--- src/rtl/hazard_ctrl_pkg.sv ---
// hazard_ctrl_pkg: shared state encoding, register constants and stage-control struct
package hazard_ctrl_pkg;
  typedef logic [1:0] state_t;
  localparam state_t ST_BOOT = 2'd0;
  localparam state_t ST_RUN  = 2'd1;
  localparam state_t ST_MISS = 2'd2;
  localparam logic [4:0] REG_ZERO = 5'd0;
  localparam logic [4:0] M_F   = 5'b10000;
  localparam logic [4:0] M_D   = 5'b01000;
  localparam logic [4:0] M_E   = 5'b00100;
  localparam logic [4:0] M_ALL = 5'b11111;
  typedef struct packed {
    logic [4:0] bubble;
    logic [4:0] flush;
  } stage_ctl_t;
endpackage

--- src/rtl/hazard_ctrl_sat_counter.sv ---
// sat_counter: event counter that sticks at all-ones instead of wrapping
module sat_counter #(
  parameter int CNT_W = 32
) (
  input  logic             clk,
  input  logic             rst,
  input  logic             inc_i,
  output logic [CNT_W-1:0] count_o
);
  logic [CNT_W-1:0] count_q;
  // count up on each event until every bit is set
  always_ff @(posedge clk or posedge rst)
    if (rst) count_q <= '0;
    else if (inc_i && !(&count_q)) count_q <= count_q + 1'b1;
  assign count_o = count_q;
endmodule

--- src/rtl/hazard_ctrl.sv ---
// hazard_ctrl: boot flush, load-use stall, redirect flush and dcache-miss stall sequencing
module hazard_ctrl
  import hazard_ctrl_pkg::*;
#(
  parameter int BOOT_CYCLES  = 4,
  parameter int MISS_TIMEOUT = 1024,
  parameter int CNT_W        = 32
) (
  input  logic             clk,
  input  logic             rst,
  input  logic [4:0]       reg1_srcD,
  input  logic [4:0]       reg2_srcD,
  input  logic [4:0]       reg_dstE,
  input  logic             load_E,
  input  logic             br_E,
  input  logic             jalr_E,
  input  logic             jal_D,
  input  logic             miss,
  output logic             bubbleF,
  output logic             bubbleD,
  output logic             bubbleE,
  output logic             bubbleM,
  output logic             bubbleW,
  output logic             flushF,
  output logic             flushD,
  output logic             flushE,
  output logic             flushM,
  output logic             flushW,
  output logic             err_timeout,
  output logic [CNT_W-1:0] cnt_lu,
  output logic [CNT_W-1:0] cnt_redir,
  output logic [CNT_W-1:0] cnt_miss
);
  localparam int BW = $clog2(BOOT_CYCLES) + 1;
  localparam int MW = $clog2(MISS_TIMEOUT);
  state_t state_q, state_d;
  logic [BW-1:0] boot_q, boot_d;
  logic [MW-1:0] mcnt_q, mcnt_d;
  logic err_q, err_d;
  logic boot, stall, redir, lu, inc_lu, inc_redir;
  stage_ctl_t ctl;
  // priority decode: boot flush > miss stall > redirect > load-use > jal
  always_comb begin
    boot       = state_q == ST_BOOT;
    stall      = !boot && miss;
    redir      = br_E || jalr_E;
    lu         = load_E && reg_dstE != REG_ZERO && (reg_dstE == reg1_srcD || reg_dstE == reg2_srcD);
    ctl.flush  = boot ? M_ALL : stall ? '0 : redir ? (M_D | M_E) : lu ? M_E : jal_D ? M_D : '0;
    ctl.bubble = stall ? M_ALL : (!boot && !redir && lu) ? (M_F | M_D) : '0;
    inc_lu     = !boot && !stall && !redir && lu;
    inc_redir  = !boot && !stall && (redir || (!lu && jal_D));
    state_d    = boot ? (boot_q == BW'(BOOT_CYCLES - 1) ? ST_RUN : ST_BOOT) : stall ? ST_MISS : ST_RUN;
    boot_d     = boot ? boot_q + 1'b1 : '0;
    mcnt_d     = !stall ? '0 : mcnt_q == MW'(MISS_TIMEOUT - 1) ? mcnt_q : mcnt_q + 1'b1;
    err_d      = err_q || (state_q == ST_MISS && miss && mcnt_q == MW'(MISS_TIMEOUT - 1));
  end
  // FSM, boot/miss counters and sticky timeout flag
  always_ff @(posedge clk or posedge rst)
    if (rst) begin
      state_q <= ST_BOOT;
      boot_q  <= '0;
      mcnt_q  <= '0;
      err_q   <= 1'b0;
    end else begin
      state_q <= state_d;
      boot_q  <= boot_d;
      mcnt_q  <= mcnt_d;
      err_q   <= err_d;
    end
  assign {bubbleF, bubbleD, bubbleE, bubbleM, bubbleW} = ctl.bubble;
  assign {flushF, flushD, flushE, flushM, flushW}      = ctl.flush;
  assign err_timeout = err_q;
  sat_counter #(.CNT_W(CNT_W)) u_cnt_lu    (.clk(clk), .rst(rst), .inc_i(inc_lu),    .count_o(cnt_lu));
  sat_counter #(.CNT_W(CNT_W)) u_cnt_redir (.clk(clk), .rst(rst), .inc_i(inc_redir), .count_o(cnt_redir));
  sat_counter #(.CNT_W(CNT_W)) u_cnt_miss  (.clk(clk), .rst(rst), .inc_i(stall),     .count_o(cnt_miss));
endmodule

--- config.mk ---
export PLATFORM = sky130hd
export DESIGN_NAME = hazard_ctrl
export DESIGN_NICKNAME = d
export VERILOG_FILES = /design/src/rtl/hazard_ctrl_pkg.sv /design/src/rtl/hazard_ctrl_sat_counter.sv /design/src/rtl/hazard_ctrl.sv
export SDC_FILE = /design/constraint.sdc
export NUM_CORES = 1
export LEC_CHECK = 0
export CORE_MARGIN = 2
export CORE_UTILIZATION = 55
export DETAILED_ROUTE_END_ITERATION = 16
export PLACE_DENSITY = 0.86
export SETUP_SLACK_MARGIN = 0.1
export SYNTH_ARGS = -nofsm -noshare
export SYNTH_HDL_FRONTEND = slang
export SYNTH_SLANG_ARGS = --single-unit
export TNS_END_PERCENT = 10
--- constraint.sdc ---
create_clock -name clk -period 9.7 [get_ports clk]
set_input_delay 1.94 -clock clk [delete_from_list [all_inputs] [get_ports clk]]
set_output_delay 1.94 -clock clk [all_outputs]
set_load 0.03 [all_outputs]
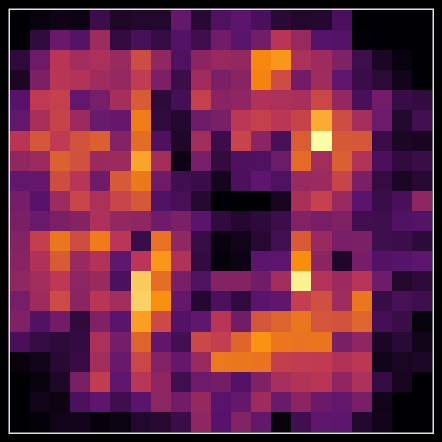
Fig. 1. Wiring heat map.
Drawn at 4 px/um. 21 x 21 tiles, from black (low) to pale yellow (high), scaled to the fullest tile. Values are wire area over tile area, all layers added.
19% of the tiles are over half the peak. The densest ninth of the die: west. The mean over all tiles is 0.19. The fullest tile reaches 0.60.

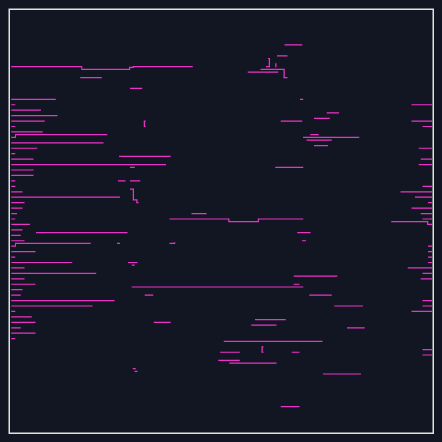
Fig. 2. Met3 routing.
Drawn at 4 px/um.
The wires run mostly horizontal. The longest straight run is 42.6 um.

==> results.rst <==
Implementation results
======================

.. list-table::
   :header-rows: 1

   * - Metric
     - Value
   * - Count of standard-cell rows
     - 37
   * - Clk slew on worst S/H paths
     - 0.10 ns
   * - Cycle use final
     - 66.59%
   * - Cell variety after synth
     - 48
   * - Number of standard cells after synthesis
     - 553
   * - Placer congestion estimate
     - 0.8437
   * - Core Util at FP
     - 55.77%
   * - DP Worst Slack
     - 3.244 ns
   * - Cell class contributing the biggest share of worst-path delay
     - buffers and inverters
   * - CTS Buf Count
     - 9
   * - Number of buffers on the longest clock path
     - 2
   * - FMAX
     - 154.8 MHz
   * - Total Die Area
     - 0.01116 mm2
   * - Crit. Startpoint
     - reg_dstE[0]
   * - Most area-consuming cells after synthesis
     - sky130_fd_sc_hd__dfrtp_1 49%, sky130_fd_sc_hd__xor2_1 10%, sky130_fd_sc_hd__xnor2_1 6.2%
   * - Summed negative setup slack over all endpoints
     - 0 ns
   * - Post-placement cell area
     - 0.007078 mm2
   * - Unrepaired setup endpoints after global routing
     - no
   * - Most prevalent standard cell on the critical path
     - sky130_fd_sc_hd__clkdlybuf4s50_1
   * - Synthesized cell area
     - 0.005680 mm2
   * - Number of detailed-routing iterations run before antenna repair
     - 5
   * - Count of buffer and inverter cells on the critical path
     - 2
   * - Number of hold violations in the final report
     - 0
   * - Number of sinks handled by clock tree synthesis
     - 112
   * - CTS H-tree lvls
     - 3
   * - Post-CTS Resized
     - 0
   * - Crit path largest cell delay
     - 0.75 ns
   * - Worst Path Max Fanout
     - 4
   * - Power density over cell area
     - 158.5 mW/mm2
   * - EDFF count, synth
     - 0
   * - Total non-filler cell area in the finished layout
     - 0.007243 mm2
   * - Seq share, synth
     - 49.34%
   * - Fraction of final layout cells with drive strength greater than 1
     - 6.725%
   * - Ratio of routed vias to standard cells
     - 5.676
   * - Synthesized area per cell
     - 10.27 um2
   * - Run status
     - finished, final reports clean
   * - Compound-Gate Fraction of Synth Area
     - 1.718%
   * - Yosys stat area
     - 0.005680 mm2
   * - Port bufs
     - 128
   * - # Max-Cap Violations
     - 0
   * - Total via count after detailed routing
     - 4,654
   * - Register-to-Register Setup Slack
     - 6.65 ns
   * - Ant. Diodes
     - 0
   * - Detailed placement HPWL
     - 9.589 mm
   * - Peak ir drop on the vdd network
     - 0.00009725 V
   * - Worst relative slew slack
     - 38.00%
   * - CP Capture Type
     - output pin
   * - Area share of the largest cell type after synthesis
     - 49.34%
   * - Total routing resource utilization after global routing
     - 24.58%
   * - Cell at the root of the clock tree
     - sky130_fd_sc_hd__clkbuf_8
   * - Standby leakage power
     - 3.058 nW
   * - Clock tree skew after final layout
     - 0.01265 ns
   * - Die extent in y
     - 105.6 um
   * - Largest non-sequential cell family by area
     - simple AND/OR/NAND/NOR gates
   * - Prevailing post-synth register cell
     - sky130_fd_sc_hd__dfrtp_1
   * - TritonCTS clock tree
     - yes
   * - Number of buffers added for setup after CTS
     - 0
   * - Clk latency late pin
     - 0.38 ns
   * - Final Power
     - 0.001148 W
   * - WS Path Type
     - input pin to output pin
   * - Leftover overflow at the end of global routing
     - 0
   * - Kind of start point of the critical path
     - input pin
   * - Via count of the first global-routing pass
     - 4,605
   * - 1st-iter DRT viols
     - 227
   * - Series of cell instances along the critical path
     - clkdlybuf4s50_1, xor2_1, nor3_1, a22oi_1, or2_2, o41ai_1, clkdlybuf4s50_1
   * - Crit-path slowest cell
     - sky130_fd_sc_hd__clkdlybuf4s50_1
   * - Avg WL per Cell
     - 16.04 um
   * - Total Routed Length
     - 13.15 mm
   * - Initial antenna violation count
     - 0
   * - Smallest setup slack after layout
     - 3.240 ns
   * - Share of synthesized cell area in and, or, nand and nor gates
     - 27.62%
   * - XOR/XNOR share of the synthesized area
     - 16.65%
   * - Cell type contributing the most total cell area after synthesis
     - sky130_fd_sc_hd__dfrtp_1
   * - Source of the worst hold timing path
     - boot_q[0]$_DFF_PP0_
   * - Path class of the lowest-slack min-delay path
     - flip-flop to flip-flop
   * - Synthesized flop and latch total
     - 112
   * - Post-route antenna net violation count
     - 0
   * - Layout Area Growth over Synthesis
     - 27.51%
   * - Core region area
     - 0.01018 mm2
   * - Adder and majority gate portion of the synthesized area
     - 1.322%
   * - CP Data Arrival Time
     - 4.52 ns
   * - Nets@finish
     - 707
   * - Total DRC errors in the routed layout
     - 0
   * - Worst slew pin tran
     - 0.9300 ns
   * - Chip Width
     - 105.6 um
   * - Ys cells
     - 553
   * - Hold-fix buffers, CTS
     - 0
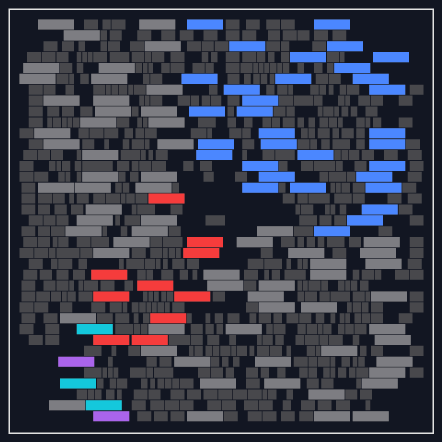
Fig. 3. Sequential cells grouped by signal name.
Drawn at 4 px/um. Other sequential cells in the stronger gray, the rest of the logic in the fainter gray.
Key: purple = `state_q` [sequential cells 2]; blue = `u_cnt_lu.count_o` [sequential cells 32]; red = `mcnt_q` [sequential cells 10]; cyan = `boot_q` [sequential cells 3]

[final timing paths]
path / to / cells past startpoint
worst min-delay path: boot_q[0]$_DFF_PP0_ / 1
worst max-delay path: bubbleF / 7
worst max register to register: u_cnt_lu.count_o[1]$_DFFE_PP0P_ / 6
worst min register to register: boot_q[0]$_DFF_PP0_ / 1
max in group asynchronous: mcnt_q[5]$_DFFE_PP0P_ / 3
min in group asynchronous: mcnt_q[7]$_DFFE_PP0P_ / 2
[synth_stat cells (all sizes together), types with 2 or more instances]
cell type	n
a21oi	5
and2	4
and3	15
and4	5
buf	12
clkbuf	5
dfrtp	112
ha	6
inv	13
mux2	3
nand2	46
nand3	45
nand4	32
nand4b	3
nor2	42
nor3	40
nor3b	4
nor4	27
nor4b	5
o21ai	3
or3	2
or4	5
xnor2	40
xor2	68
[registers in the layout (all words and copies together), names as in the netlist]
signal,cells
u_cnt_lu.count_o,32
u_cnt_miss.count_o,32
u_cnt_redir.count_o,32
mcnt_q,10
boot_q,3
state_q,2
err_timeout,1
[placed cells by master (no fill, tap or decap), types with 6 or more instances in the layout]
| cell | count |
|---|---|
| sky130_fd_sc_hd__nand2_1 | 46 |
| sky130_fd_sc_hd__and3_1 | 14 |
| sky130_fd_sc_hd__nand4_1 | 31 |
| sky130_fd_sc_hd__nor3_1 | 38 |
| sky130_fd_sc_hd__ha_1 | 6 |
| sky130_fd_sc_hd__dfrtp_1 | 112 |
| sky130_fd_sc_hd__inv_1 | 12 |
| sky130_fd_sc_hd__nand3_1 | 45 |
| sky130_fd_sc_hd__nor4_1 | 20 |
| sky130_fd_sc_hd__xor2_1 | 68 |
| sky130_fd_sc_hd__xnor2_1 | 40 |
| sky130_fd_sc_hd__clkdlybuf4s50_1 | 128 |
| sky130_fd_sc_hd__nor2_1 | 41 |
| sky130_fd_sc_hd__nor4_2 | 6 |
| sky130_fd_sc_hd__clkbuf_8 | 9 |
[where the power goes]
part | leakage [nW] | total (W) | switching (W) | internal, W
Sequential | 1.47 | 0.000562 | 0.0000538 | 0.000508
Combinational | 1.51 | 0.000340 | 0.000204 | 0.000136
Clock | 0.0793 | 0.000246 | 0.000153 | 0.0000933
[routing by layer]
metal  track usage, %  vias to the layer above  share of wire [%]
met4            9.962                        0                1.8
met3            5.813                       23                6.1
li1                 -                     2207                  -
met1            32.16                     2263                 43
met5                0                        -                  0
met2            39.59                      161                 49
[metrics by stage]
step / utilization (%) / cells
floorplan: - / 553
global placement: 69.50 / 804
detailed placement: 69.50 / 804
CTS: 71.12 / 820
global route: 71.12 / 820
finish: 71.12 / 820
[worst register-to-register path, stage by stage, from the launching register on]
cell and delay [ns]:
sky130_fd_sc_hd__dfrtp_1 0.47, sky130_fd_sc_hd__ha_1 0.23, sky130_fd_sc_hd__nand4_1 0.20, sky130_fd_sc_hd__nor4_1 0.61
sky130_fd_sc_hd__nand4_1 0.73, sky130_fd_sc_hd__nand2_1 0.36, sky130_fd_sc_hd__mux2_2 0.36
[final cells by class]
cell class,count,area (um2)
multi-input cells,411,2743
repair buffers,132,1311
clock buffers,11,131.4
well taps,136,170.2
clock inverters,5,33.78
inverters,13,51.30
flip-flops and latches,112,2803
fillers,753,2942
Power figures rest on the tool's default switching activity, not on a simulated workload.
